--- config.mk ---
export PLATFORM = sky130hd
export DESIGN_NAME = cpu_clk_ctrl_flat
export DESIGN_NICKNAME = d
export VERILOG_FILES = /design/src/rtl/cpu_clk_ctrl_pkg.sv /design/src/rtl/cpu_clk_ctrl_if.sv /design/src/rtl/cpu_clk_ctrl_btn_debounce.sv /design/src/rtl/cpu_clk_ctrl.sv /design/src/flat_wrapper.sv
export SDC_FILE = /design/constraint.sdc
export NUM_CORES = 1
export LEC_CHECK = 0
export CORE_ASPECT_RATIO = 0.5
export CORE_MARGIN = 3
export CORE_UTILIZATION = 46
export DETAILED_ROUTE_END_ITERATION = 10
export PLACE_DENSITY = 0.72
export SLEW_MARGIN = 0
export SYNTH_ARGS = -nofsm -noshare
export SYNTH_HDL_FRONTEND = slang
export SYNTH_HIERARCHICAL = 1
export SYNTH_SLANG_ARGS = --single-unit
--- constraint.sdc ---
create_clock -name clk -period 2.9 [get_ports clk]
set_clock_uncertainty 0.15 [all_clocks]
set_input_delay 0.435 -clock clk [delete_from_list [all_inputs] [get_ports clk]]
set_output_delay 0.435 -clock clk [all_outputs]
set_load 0.03 [all_outputs]
--- src/rtl/cpu_clk_ctrl_pkg.sv ---
// ============================================================================
// Module   : cpu_clk_pkg
// Brief    : Mode encodings and controller state type for cpu_clk_ctrl.
// Revision : 1.0
// ============================================================================
`default_nettype none

package cpu_clk_pkg;

  localparam logic [1:0] MODE_RUN   = 2'b00;
  localparam logic [1:0] MODE_STEP  = 2'b01;
  localparam logic [1:0] MODE_BURST = 2'b10;
  localparam logic [1:0] MODE_HALT  = 2'b11;

  typedef enum logic [1:0] {
    ST_IDLE = 2'd0,
    ST_RUN  = 2'd1,
    ST_SEQ  = 2'd2,
    ST_RSTX = 2'd3
  } state_t;

endpackage

`default_nettype wire

--- src/rtl/cpu_clk_ctrl_if.sv ---
// ============================================================================
// Module   : cpu_clk_ctrl_if
// Brief    : Board-side controls and CPU-side clock/status of cpu_clk_ctrl.
// Revision : 1.0
// ============================================================================
`default_nettype none

interface cpu_clk_ctrl_if #(
  parameter int DIV_WIDTH   = 25,
  parameter int BURST_WIDTH = 16,
  parameter int CNT_WIDTH   = 32
);

  logic [1:0]             mode;
  logic [DIV_WIDTH-1:0]   div;
  logic [BURST_WIDTH-1:0] burst_len;
  logic                   step_btn;
  logic                   rom_sel;
  logic                   cpu_clk;
  logic                   cpu_ce;
  logic                   cpu_rst_req;
  logic                   busy;
  logic [CNT_WIDTH-1:0]   step_count;

  modport master (
    output mode, div, burst_len, step_btn, rom_sel,
    input  cpu_clk, cpu_ce, cpu_rst_req, busy, step_count
  );

  modport slave (
    input  mode, div, burst_len, step_btn, rom_sel,
    output cpu_clk, cpu_ce, cpu_rst_req, busy, step_count
  );

endinterface

`default_nettype wire

--- src/rtl/cpu_clk_ctrl_btn_debounce.sv ---
// ============================================================================
// Module   : btn_debounce
// Brief    : 2-flop synchroniser, stable-count debounce and rising-edge pulse.
// Revision : 1.0
// ============================================================================
`default_nettype none

module btn_debounce #(
  parameter int DEBOUNCE_CYCLES = 500000
) (
  input  logic clk,
  input  logic rst_n,
  input  logic i_btn,
  output logic o_press
);

  localparam int CW = (DEBOUNCE_CYCLES > 1) ? $clog2(DEBOUNCE_CYCLES) : 1;
  localparam logic [CW-1:0] C_LAST = CW'(DEBOUNCE_CYCLES - 1);

  logic          r_meta;
  logic          r_sync;
  logic          r_level;
  logic          r_press;
  logic [CW-1:0] r_cnt;

  // r_cnt counts consecutive samples that disagree with the accepted level
  always_ff @(posedge clk or negedge rst_n) begin
    if (!rst_n) begin
      r_meta  <= 1'b0;
      r_sync  <= 1'b0;
      r_level <= 1'b0;
      r_press <= 1'b0;
      r_cnt   <= '0;
    end else begin
      r_meta  <= i_btn;
      r_sync  <= r_meta;
      r_press <= 1'b0;
      if (r_sync == r_level) begin
        r_cnt <= '0;
      end else if (r_cnt == C_LAST) begin
        r_cnt   <= '0;
        r_level <= r_sync;
        r_press <= r_sync;
      end else begin
        r_cnt <= r_cnt + CW'(1);
      end
    end
  end

  assign o_press = r_press;

endmodule

`default_nettype wire

--- src/rtl/cpu_clk_ctrl.sv ---
// ============================================================================
// Module   : cpu_clk_ctrl
// Brief    : CPU clock divider with run/step/burst/halt modes and ROM-select reset stretch.
// Revision : 1.0
// ============================================================================
`default_nettype none

module cpu_clk_ctrl
  import cpu_clk_pkg::*;
#(
  parameter int DIV_WIDTH       = 25,
  parameter int BURST_WIDTH     = 16,
  parameter int DEBOUNCE_CYCLES = 500000,
  parameter int RST_HOLD        = 2,
  parameter int CNT_WIDTH       = 32
) (
  input logic           clk,
  input logic           rst_n,
  cpu_clk_ctrl_if.slave bus
);

  localparam int HOLD_W = $clog2(RST_HOLD + 2);
  localparam logic [HOLD_W-1:0] C_HOLD = HOLD_W'(RST_HOLD);

  logic w_press;

  btn_debounce #(
    .DEBOUNCE_CYCLES (DEBOUNCE_CYCLES)
  ) u_step_db (
    .clk     (clk),
    .rst_n   (rst_n),
    .i_btn   (bus.step_btn),
    .o_press (w_press)
  );

  logic r_rom_meta, r_rom_sync, r_rom_prev, r_rom_valid;

  always_ff @(posedge clk or negedge rst_n) begin
    if (!rst_n) begin
      r_rom_meta  <= 1'b0;
      r_rom_sync  <= 1'b0;
      r_rom_prev  <= 1'b0;
      r_rom_valid <= 1'b0;
    end else begin
      r_rom_meta  <= bus.rom_sel;
      r_rom_sync  <= r_rom_meta;
      r_rom_prev  <= r_rom_sync;
      r_rom_valid <= 1'b1;
    end
  end

  state_t                 r_state;
  logic [DIV_WIDTH-1:0]   r_cnt;
  logic [BURST_WIDTH-1:0] r_remain;
  logic [HOLD_W-1:0]      r_hold;
  logic [CNT_WIDTH-1:0]   r_step_cnt;
  logic                   r_cpu_clk, r_cpu_ce, r_rst_req, r_busy, r_rst_pend;

  logic                   w_rom_chg, w_tick, w_rise, w_fall, w_rst_go;
  logic [BURST_WIDTH-1:0] w_burst;

  assign w_rom_chg = r_rom_valid & (r_rom_sync ^ r_rom_prev);
  assign w_tick    = (r_state != ST_IDLE) && (r_cnt >= bus.div);
  assign w_rise    = w_tick & ~r_cpu_clk;
  assign w_fall    = w_tick & r_cpu_clk;
  // A reset stretch may only begin on a cycle boundary: clock low, or falling now
  assign w_rst_go  = (w_rom_chg | r_rst_pend) & (~r_cpu_clk | w_fall);
  assign w_burst   = (bus.burst_len == '0) ? BURST_WIDTH'(1) : bus.burst_len;

  always_ff @(posedge clk or negedge rst_n) begin
    if (!rst_n) begin
      r_state    <= ST_IDLE;
      r_cnt      <= '0;
      r_remain   <= '0;
      r_hold     <= '0;
      r_step_cnt <= '0;
      r_cpu_clk  <= 1'b0;
      r_cpu_ce   <= 1'b0;
      r_rst_req  <= 1'b0;
      r_busy     <= 1'b0;
      r_rst_pend <= 1'b0;
    end else begin
      if (r_state == ST_IDLE || w_tick) r_cnt <= '0;
      else                              r_cnt <= r_cnt + DIV_WIDTH'(1);
      if (w_tick) r_cpu_clk <= ~r_cpu_clk;
      r_cpu_ce <= w_rise;
      if (w_rise) r_step_cnt <= r_step_cnt + CNT_WIDTH'(1);

      if (w_rom_chg)
        r_rst_req <= 1'b1;
      else if (r_state == ST_RSTX && r_cpu_ce && r_hold >= C_HOLD)
        r_rst_req <= 1'b0;

      if (r_state != ST_RSTX && w_rst_go) begin
        r_state    <= ST_RSTX;
        r_busy     <= 1'b1;
        r_remain   <= '0;
        r_rst_pend <= 1'b0;
        r_hold     <= HOLD_W'(w_rise);
      end else begin
        case (r_state)
          ST_IDLE: begin
            if (bus.mode == MODE_RUN) begin
              r_state <= ST_RUN;
            end else if (w_press && bus.mode == MODE_STEP) begin
              r_state  <= ST_SEQ;
              r_busy   <= 1'b1;
              r_remain <= BURST_WIDTH'(1);
            end else if (w_press && bus.mode == MODE_BURST) begin
              r_state  <= ST_SEQ;
              r_busy   <= 1'b1;
              r_remain <= w_burst;
            end
          end
          ST_RUN: begin
            if (w_rom_chg) r_rst_pend <= 1'b1;
            if (w_fall && bus.mode != MODE_RUN) r_state <= ST_IDLE;
          end
          ST_SEQ: begin
            if (w_rom_chg) r_rst_pend <= 1'b1;
            if (w_rise && r_remain != '0) r_remain <= r_remain - BURST_WIDTH'(1);
            if (w_fall && r_remain == '0) begin
              r_state <= ST_IDLE;
              r_busy  <= 1'b0;
            end
          end
          ST_RSTX: begin
            if (w_rom_chg) begin
              r_hold <= HOLD_W'(w_rise);
            end else begin
              if (w_rise && r_hold < C_HOLD) r_hold <= r_hold + HOLD_W'(1);
              if (w_fall && r_hold >= C_HOLD) begin
                r_state <= ST_IDLE;
                r_busy  <= 1'b0;
              end
            end
          end
          default: r_state <= ST_IDLE;
        endcase
      end
    end
  end

  assign bus.cpu_clk     = r_cpu_clk;
  assign bus.cpu_ce      = r_cpu_ce;
  assign bus.cpu_rst_req = r_rst_req;
  assign bus.busy        = r_busy;
  assign bus.step_count  = r_step_cnt;

endmodule

`default_nettype wire

--- src/flat_wrapper.sv ---
// flat-port wrapper written by rule: the top's interface ports become plain ports
module cpu_clk_ctrl_flat import cpu_clk_pkg::*;
#(
  parameter int DIV_WIDTH       = 25,
  parameter int BURST_WIDTH     = 16,
  parameter int DEBOUNCE_CYCLES = 500000,
  parameter int RST_HOLD        = 2,
  parameter int CNT_WIDTH       = 32
)
  (clk, rst_n, bus_mode, bus_div, bus_burst_len, bus_step_btn, bus_rom_sel, bus_cpu_clk, bus_cpu_ce, bus_cpu_rst_req, bus_busy, bus_step_count);
  cpu_clk_ctrl_if #(.DIV_WIDTH(DIV_WIDTH), .BURST_WIDTH(BURST_WIDTH), .CNT_WIDTH(CNT_WIDTH)) bus_i ();
  input logic clk;
  input logic rst_n;
  input wire logic [$bits(bus_i.mode)-1:0] bus_mode;
  input wire logic [$bits(bus_i.div)-1:0] bus_div;
  input wire logic [$bits(bus_i.burst_len)-1:0] bus_burst_len;
  input wire logic [$bits(bus_i.step_btn)-1:0] bus_step_btn;
  input wire logic [$bits(bus_i.rom_sel)-1:0] bus_rom_sel;
  output wire logic [$bits(bus_i.cpu_clk)-1:0] bus_cpu_clk;
  output wire logic [$bits(bus_i.cpu_ce)-1:0] bus_cpu_ce;
  output wire logic [$bits(bus_i.cpu_rst_req)-1:0] bus_cpu_rst_req;
  output wire logic [$bits(bus_i.busy)-1:0] bus_busy;
  output wire logic [$bits(bus_i.step_count)-1:0] bus_step_count;
  assign bus_i.mode = bus_mode;
  assign bus_i.div = bus_div;
  assign bus_i.burst_len = bus_burst_len;
  assign bus_i.step_btn = bus_step_btn;
  assign bus_i.rom_sel = bus_rom_sel;
  assign bus_cpu_clk = bus_i.cpu_clk;
  assign bus_cpu_ce = bus_i.cpu_ce;
  assign bus_cpu_rst_req = bus_i.cpu_rst_req;
  assign bus_busy = bus_i.busy;
  assign bus_step_count = bus_i.step_count;
  cpu_clk_ctrl #(.DIV_WIDTH(DIV_WIDTH), .BURST_WIDTH(BURST_WIDTH), .DEBOUNCE_CYCLES(DEBOUNCE_CYCLES), .RST_HOLD(RST_HOLD), .CNT_WIDTH(CNT_WIDTH)) u_core (.clk(clk), .rst_n(rst_n), .bus(bus_i));
endmodule
port_nets.png
Drawn at 3 px/um.
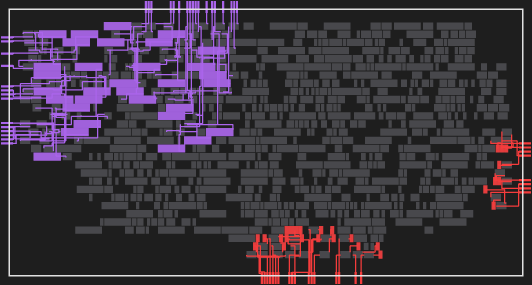
Key: `bus_step_count` = purple [bits 32, direction output, end cells 32, wire 1370 um]; `bus_div` = red [bits 25, direction input, end cells 25, wire 406 um]

==> impl.org <==
#+TITLE: Flow metrics

** Power and ir drop
- The flow reports power dissipated in sequential cells as 1.87 mW.
- Power attributed to the clock group :: between 1 and 1.5 mW
- Int Pwr :: slightly above 3 mW
- In this run, the clock network consumes 25.5% of the power.
- The combinational power reported by the tool is 1.75 mW.
- The power report attributes to the sequential group a share of between 30% and 40%.

** Logic synthesis
- The synthesized design contains 0 enable-type register cells.
- Main logic family :: simple AND/OR/NAND/NOR gates
- Top cell type's share of synthesized area :: approximately 44%
- Measured against the total synthesized area, the mux share comes to 0.682%.
- The cell-mix breakdown from Yosys lists the compound-gate area share as 11.5%.

** Drt
- The count of nets left with antenna violations once routing finished came out at 0.
- In the log, the iteration count for the first detailed-route pass is 5.
- Detailed Route WL :: approximately 14 mm
- TritonRoute reported its final design rule violation total as 0.

** Final timing
- RSZ-0062 raised after global routing :: true
- Total Neg Setup Slack :: 0 ps
- Setup-violating endpoint count in the final report :: 0
- The pin closest to its max-slew limit shows a slew of between 700 and 800 ps.
- Slew Limit Fails :: 0
- Final worst-path setup slack :: 120 ps
- Maximum clock frequency :: 360 MHz

** Worst setup path
- In this design, the largest share of critical-path delay is due to buffers and inverters.
- R2r setup slk :: about 190 ps
- Per the post-run analysis, buffers plus inverters along the critical path come to 4.
- Per STA, the highest per-stage delay on the worst path measures 460 ps.
- Max fanout on the critical path was recorded as 5.
- The critical path crosses 12 cells after its start point.
- CP Cell Sequence :: clkdlybuf4s50_1 -> inv_1 -> ha_1 -> nand4_1 -> nor2_1 -> nand2_1 -> o211a_2 -> buf_4 -> nor3_4 -> buf_2 -> nand4_1 -> xnor2_1
- The report puts the cell count of the worst reg-to-reg path at 9.
- Arr. time, crit path :: 2870 ps

** Flow run
- Per the run summary, max-cap violations total 0.
- Warning total across the stage logs :: 31

** Min path
- Worst hold stages :: 0

** Global routing
- The number of antenna violations at the first check in global routing came to 0.

** Final layout
- Final layout net count :: 841
- The filler cells instantiated in the layout total approximately 1100.
- According to the cell report, the number of logic gates is roughly 480.
- Combinational fraction of the cell area :: around 42%

** Die
- Std-Cell Rows :: 29
- The floorplan step defined a die boundary enclosing around 15000 sq um.

** Placement
- Half-perimeter wire length of the detailed placement result :: roughly 10 mm

** Clock tree
- CTS hold repair buffers :: 1
- CTS reports a maximum clock tree buffer depth of 2.
- The H-tree was split into 3 levels.
- After clock tree synthesis, the setup repair step added 0 buffers.

** Status
- Run status :: complete, no violations
density.png
Drawn at 3 px/um. The die is cut into 17 by 9 equal tiles; dark blue is low, red is high, 0 to 100% covered.
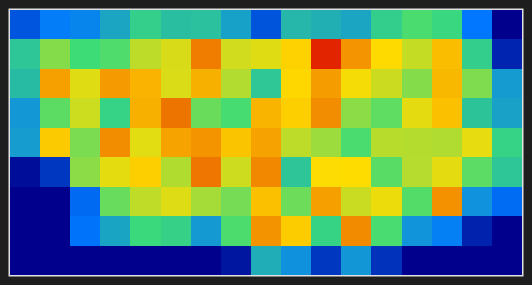
The emptiest ninth of the die: bottom left. The mean over all tiles is 50%. 11% of the tiles are nearly empty. 23% of the tiles are over 75% full. The densest ninth of the die: middle.
share of the core filled with cells in the final layout: 60.3%
core area: 13000 sq um

placed cells by master (no fill, tap or decap), drive strengths merged, types with 7 or more instances in the layout:
cell type / instances
and3: 10
nor3: 21
a32o: 7
a22oi: 7
nand4: 28
a21oi: 24
dfrtp: 109
nand3: 28
inv: 45
clkbuf: 10
xor2: 37
buf: 29
a211oi: 9
ha: 35
clkdlybuf4s50: 81
xnor2: 39
and4: 9
nand2: 66
o21ai: 24
nor2: 71
nor4: 12
metal layers:
| layer | wire length [um] | track usage (%) |
|---|---|---|
| met4 | 109 | 3.46 |
| met2 | 6510 | 30.9 |
| met3 | 585 | 3.84 |
| met5 | 0 | 0 |
| met1 | 7120 | 27.4 |
Power figures rest on the tool's default switching activity, not on a simulated workload.
